<file path="src/rtl/uart_tx_fifo.sv">
// UART transmitter fed by a circular FIFO with a valid/ready write port.
// Frames go out back-to-back while words are queued; TxD_o is registered.
module uart_tx_fifo #(
   parameter int CLK_FREQ_HZ = 50_000_000,
   parameter int BAUD_RATE   = 115_200,
   parameter int DATA_W      = 8,
   parameter int PARITY      = 0,
   parameter int STOP_BITS   = 1,
   parameter int FIFO_DEPTH  = 8
) (
   input  logic                          clk_i,
   input  logic                          srst_i,
   input  logic [DATA_W-1:0]             data_i,
   input  logic                          valid_i,
   output logic                          ready_o,
   output logic                          TxD_o,
   output logic                          busy_o,
   output logic [$clog2(FIFO_DEPTH):0]   fifo_cnt_o
);

   localparam int CLKS_PER_BIT = CLK_FREQ_HZ / BAUD_RATE;
   localparam int AW           = $clog2(FIFO_DEPTH);
   localparam int BW           = $clog2(CLKS_PER_BIT);
   localparam int CW           = 4;
   localparam bit ODD          = (PARITY == 1);

   typedef enum logic [2:0] {IDLE, START, DATA, PAR, STOP} state_t;

   logic [DATA_W-1:0] mem [FIFO_DEPTH];
   logic [AW:0]       wr_ptr, rd_ptr;
   logic              full, empty, push, pop;
   logic [DATA_W-1:0] head;

   state_t            state, state_d;
   logic [BW-1:0]     baud, baud_d;
   logic [CW-1:0]     bit_cnt, bit_d;
   logic [DATA_W-1:0] shreg, shreg_d;
   logic              par_bit, par_d;
   logic              txd, txd_d;
   logic              busy, busy_d;
   logic              bit_end;

   assign full       = (wr_ptr[AW-1:0] == rd_ptr[AW-1:0]) && (wr_ptr[AW] != rd_ptr[AW]);
   assign empty      = (wr_ptr == rd_ptr);
   // ready depends only on state and reset, never on valid_i
   assign ready_o    = !full && !srst_i;
   assign push       = valid_i && ready_o;
   assign head       = mem[rd_ptr[AW-1:0]];
   assign fifo_cnt_o = wr_ptr - rd_ptr;
   assign bit_end    = (baud == BW'(CLKS_PER_BIT - 1));
   assign TxD_o      = txd;
   assign busy_o     = busy;

   always_ff @(posedge clk_i) begin
      if (push) mem[wr_ptr[AW-1:0]] <= data_i;
   end

   always_ff @(posedge clk_i) begin
      if (srst_i) begin
         wr_ptr <= '0;
         rd_ptr <= '0;
      end else begin
         if (push) wr_ptr <= wr_ptr + (AW+1)'(1);
         if (pop)  rd_ptr <= rd_ptr + (AW+1)'(1);
      end
   end

   always_ff @(posedge clk_i) begin
      if (srst_i) begin
         state   <= IDLE;
         baud    <= '0;
         bit_cnt <= '0;
         shreg   <= '0;
         par_bit <= 1'b0;
         txd     <= 1'b1;
         busy    <= 1'b0;
      end else begin
         state   <= state_d;
         baud    <= baud_d;
         bit_cnt <= bit_d;
         shreg   <= shreg_d;
         par_bit <= par_d;
         txd     <= txd_d;
         busy    <= busy_d;
      end
   end

   always_comb begin
      state_d = state;
      baud_d  = bit_end ? '0 : baud + BW'(1);
      bit_d   = bit_cnt;
      shreg_d = shreg;
      par_d   = par_bit;
      pop     = 1'b0;
      case (state)
         IDLE: begin
            baud_d = '0;
            if (!empty) begin
               pop     = 1'b1;
               state_d = START;
            end
         end
         START: begin
            if (bit_end) begin
               state_d = DATA;
               bit_d   = '0;
            end
         end
         DATA: begin
            if (bit_end) begin
               shreg_d = shreg >> 1;
               if (bit_cnt == CW'(DATA_W - 1)) begin
                  bit_d   = '0;
                  state_d = (PARITY != 0) ? PAR : STOP;
               end else begin
                  bit_d = bit_cnt + CW'(1);
               end
            end
         end
         PAR: begin
            if (bit_end) begin
               state_d = STOP;
               bit_d   = '0;
            end
         end
         STOP: begin
            if (bit_end) begin
               if (bit_cnt == CW'(STOP_BITS - 1)) begin
                  bit_d = '0;
                  if (!empty) begin
                     pop     = 1'b1;
                     state_d = START;
                  end else begin
                     state_d = IDLE;
                  end
               end else begin
                  bit_d = bit_cnt + CW'(1);
               end
            end
         end
         default: state_d = IDLE;
      endcase
      if (pop) begin
         shreg_d = head;
         par_d   = (^head) ^ ODD;
      end
   end

   // line level is decoded from the next state so the register lands with the transition
   always_comb begin
      txd_d  = 1'b1;
      busy_d = (state_d != IDLE);
      case (state_d)
         START:   txd_d = 1'b0;
         DATA:    txd_d = shreg_d[0];
         PAR:     txd_d = par_d;
         default: txd_d = 1'b1;
      endcase
   end

endmodule

</file>
<file path="config.mk">
export PLATFORM = sky130hd
export DESIGN_NAME = uart_tx_fifo
export DESIGN_NICKNAME = d
export VERILOG_FILES = /design/src/rtl/uart_tx_fifo.sv
export SDC_FILE = /design/constraint.sdc
export NUM_CORES = 1
export LEC_CHECK = 0
export CAP_MARGIN = 20
export CORE_MARGIN = 2
export CORE_UTILIZATION = 45
export CTS_BUF_LIST = sky130_fd_sc_hd__clkbuf_16
export DETAILED_ROUTE_END_ITERATION = 7
export HOLD_SLACK_MARGIN = 0.02
export PLACE_DENSITY_LB_ADDON = 0.1
export SYNTH_ARGS = -nofsm -noshare
export SYNTH_HDL_FRONTEND = slang
export SYNTH_SLANG_ARGS = --single-unit
</file>
<file path="constraint.sdc">
create_clock -name clk_i -period 2.6 [get_ports clk_i]
set_input_delay 0.52 -clock clk_i [delete_from_list [all_inputs] [get_ports clk_i]]
set_output_delay 0.52 -clock clk_i [all_outputs]
set_load 0.005 [all_outputs]
</file>
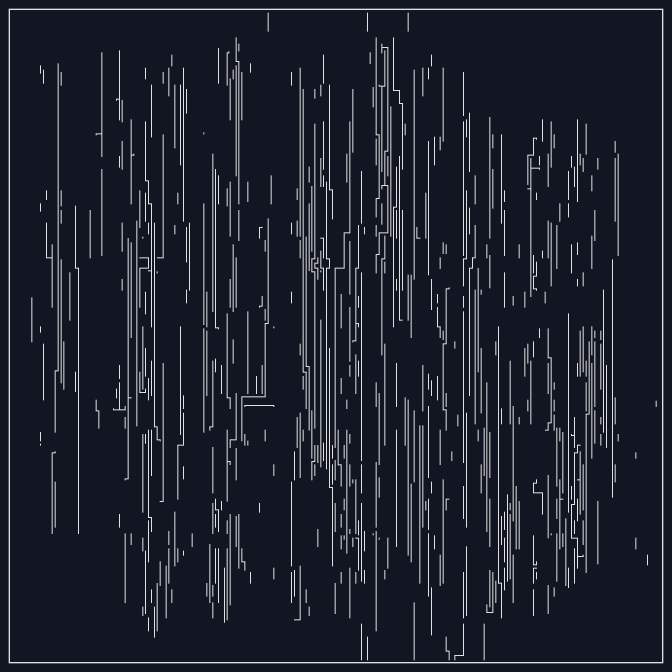
*M2 wires*
The wires run mostly vertical. The layer holds 48% of the routed length. The layer carries 3810 um of wire.
M2 GR Usage: 26.8%
DRT Wirelength: 7.88 mm
Via Count: 2477

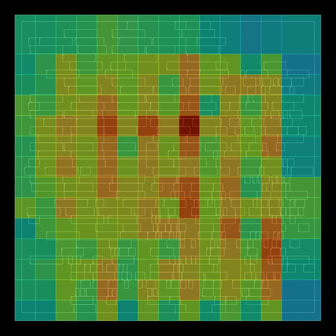
*Routing congestion map*
Global Route Usage Sum: 16.6%
met3 global-route usage: 4.07%
routing usage on met1: 22.2%

[cells in the mapped netlist (all sizes together), types with 7 or more instances]
| cell | count | share of area, % |
|---|---|---|
| a211oi | 8 | 1.5 |
| a21oi | 7 | 0.80 |
| clkbuf | 8 | 0.68 |
| dfxtp | 38 | 17 |
| edfxtp | 64 | 44 |
| ha | 9 | 2.6 |
| inv | 15 | 1.3 |
| mux2 | 9 | 2.3 |
| mux2i | 12 | 2.8 |
| mux4 | 16 | 9.6 |
| nand2 | 17 | 1.5 |
| nand3 | 9 | 1.0 |
| nor2 | 42 | 3.6 |
| xnor2 | 16 | 3.2 |
[state kept, by name, summed over array words and instances (netlist names), named ones only]
register and cells:
TxD_o 1, baud 9, bit_cnt 4, busy_o 1, mem 64, par_bit 1
rd_ptr 4, shreg 8, state 3, wr_ptr 4
==> impl_metrics.py <==
# Flow results
metrics = {
    "run": {
        "tool_warnings": 28,
    },
    "synthesis": {
        "synth_xor_xnor_area_share_pct": 4.38,
        "ys_async_sr_fraction_pct": 0,
        "ys_dominant_reg_cell": "edfxtp_1",
        "postSynthCellCount": 316,
        "muxShareOfSynthArea_pct": 14.7,
        "synth_flops": 102,
        "ys_chip_area_mm2": 0.00439,
        "yosys.area_share.simple_pct": 9.40,
    },
    "final_layout": {
        "final_area_mm2": 0.00510,
        "synthToLayoutAreaGrowth_pct": 16.1,
        "final_layout_top_logic_cells": "edfxtp_1, nor2_1, dfxtp_1, nand2_1",
        "top_area_cell_class": "flip-flops and latches",
        "ff_count": 102,
        "regArea_mm2": 0.00269,
        "nNetsFinal": 366,
        "clock_buffers": 9,
        "seq_area_share_pct": 52.7,
        "sh_comb_area_pct": 30.9,
        "n_all_buffers": 31,
        "buffer_area_share_pct": 5.91,
        "logic_area_mm2": 0.00158,
    },
    "min_path": {
        "hold_class": "reg -> reg",
        "holdPathEnd": "wr_ptr[0]",
        "min_path_cells": 2,
    },
    "power_and_ir_drop": {
        "swShare_pct": 28.5,
        "power_leader": "sequential cells",
        "powerDensity_mw_per_mm2": 845,
        "netSwitchingPower_mw": 1.23,
        "p_clk_mw": 1.34,
        "p_int_mw": 3.08,
        "power_frac_comb_pct": 24.1,
        "pwr.group.combinational_mw": 1.04,
        "seqPwrFrac_pct": 44.8,
        "total_power_mw": 4.31,
        "irDropWorstVdd_mv": 0.427,
    },
    "final_timing": {
        "clock_skew_ns": 0.0152,
        "fin_crit_sh_pct": 96.1,
    },
    "critical_path": {
        "critPathBufInv": 3,
        "critPathMaxStageDelay_ns": 0.54,
        "regToRegSetupSlack_ns": 0.24,
        "r2r_cells": 8,
        "crit_path_frequent_cell": "inv_1",
        "cp.depth": 5,
        "endpoint": "fifo_cnt_o[1]",
    },
    "place": {
        "post_dp_cell_area_mm2": 0.00478,
        "routabilityCongestion": 0.840,
    },
    "detailed_routing": {
        "ant_nets": 0,
        "highest_layer": "met4",
        "route.met3.wl_um": 181,
        "avgViaCountPerCell": 5.13,
        "firstDrtPassIters": 4,
    },
    "clocking": {
        "cts-htree-levels": 3,
        "numCtsBuffers": 9,
    },
    "floorplan": {
        "rows": 36,
        "die_x_um": 103,
        "tap-cell-count": 133,
    },
    "run_status": {
        "status": "completed",
    },
    "grt": {
        "grt_max_degree": 26,
        "top_usage_layer": "met2",
    },
}
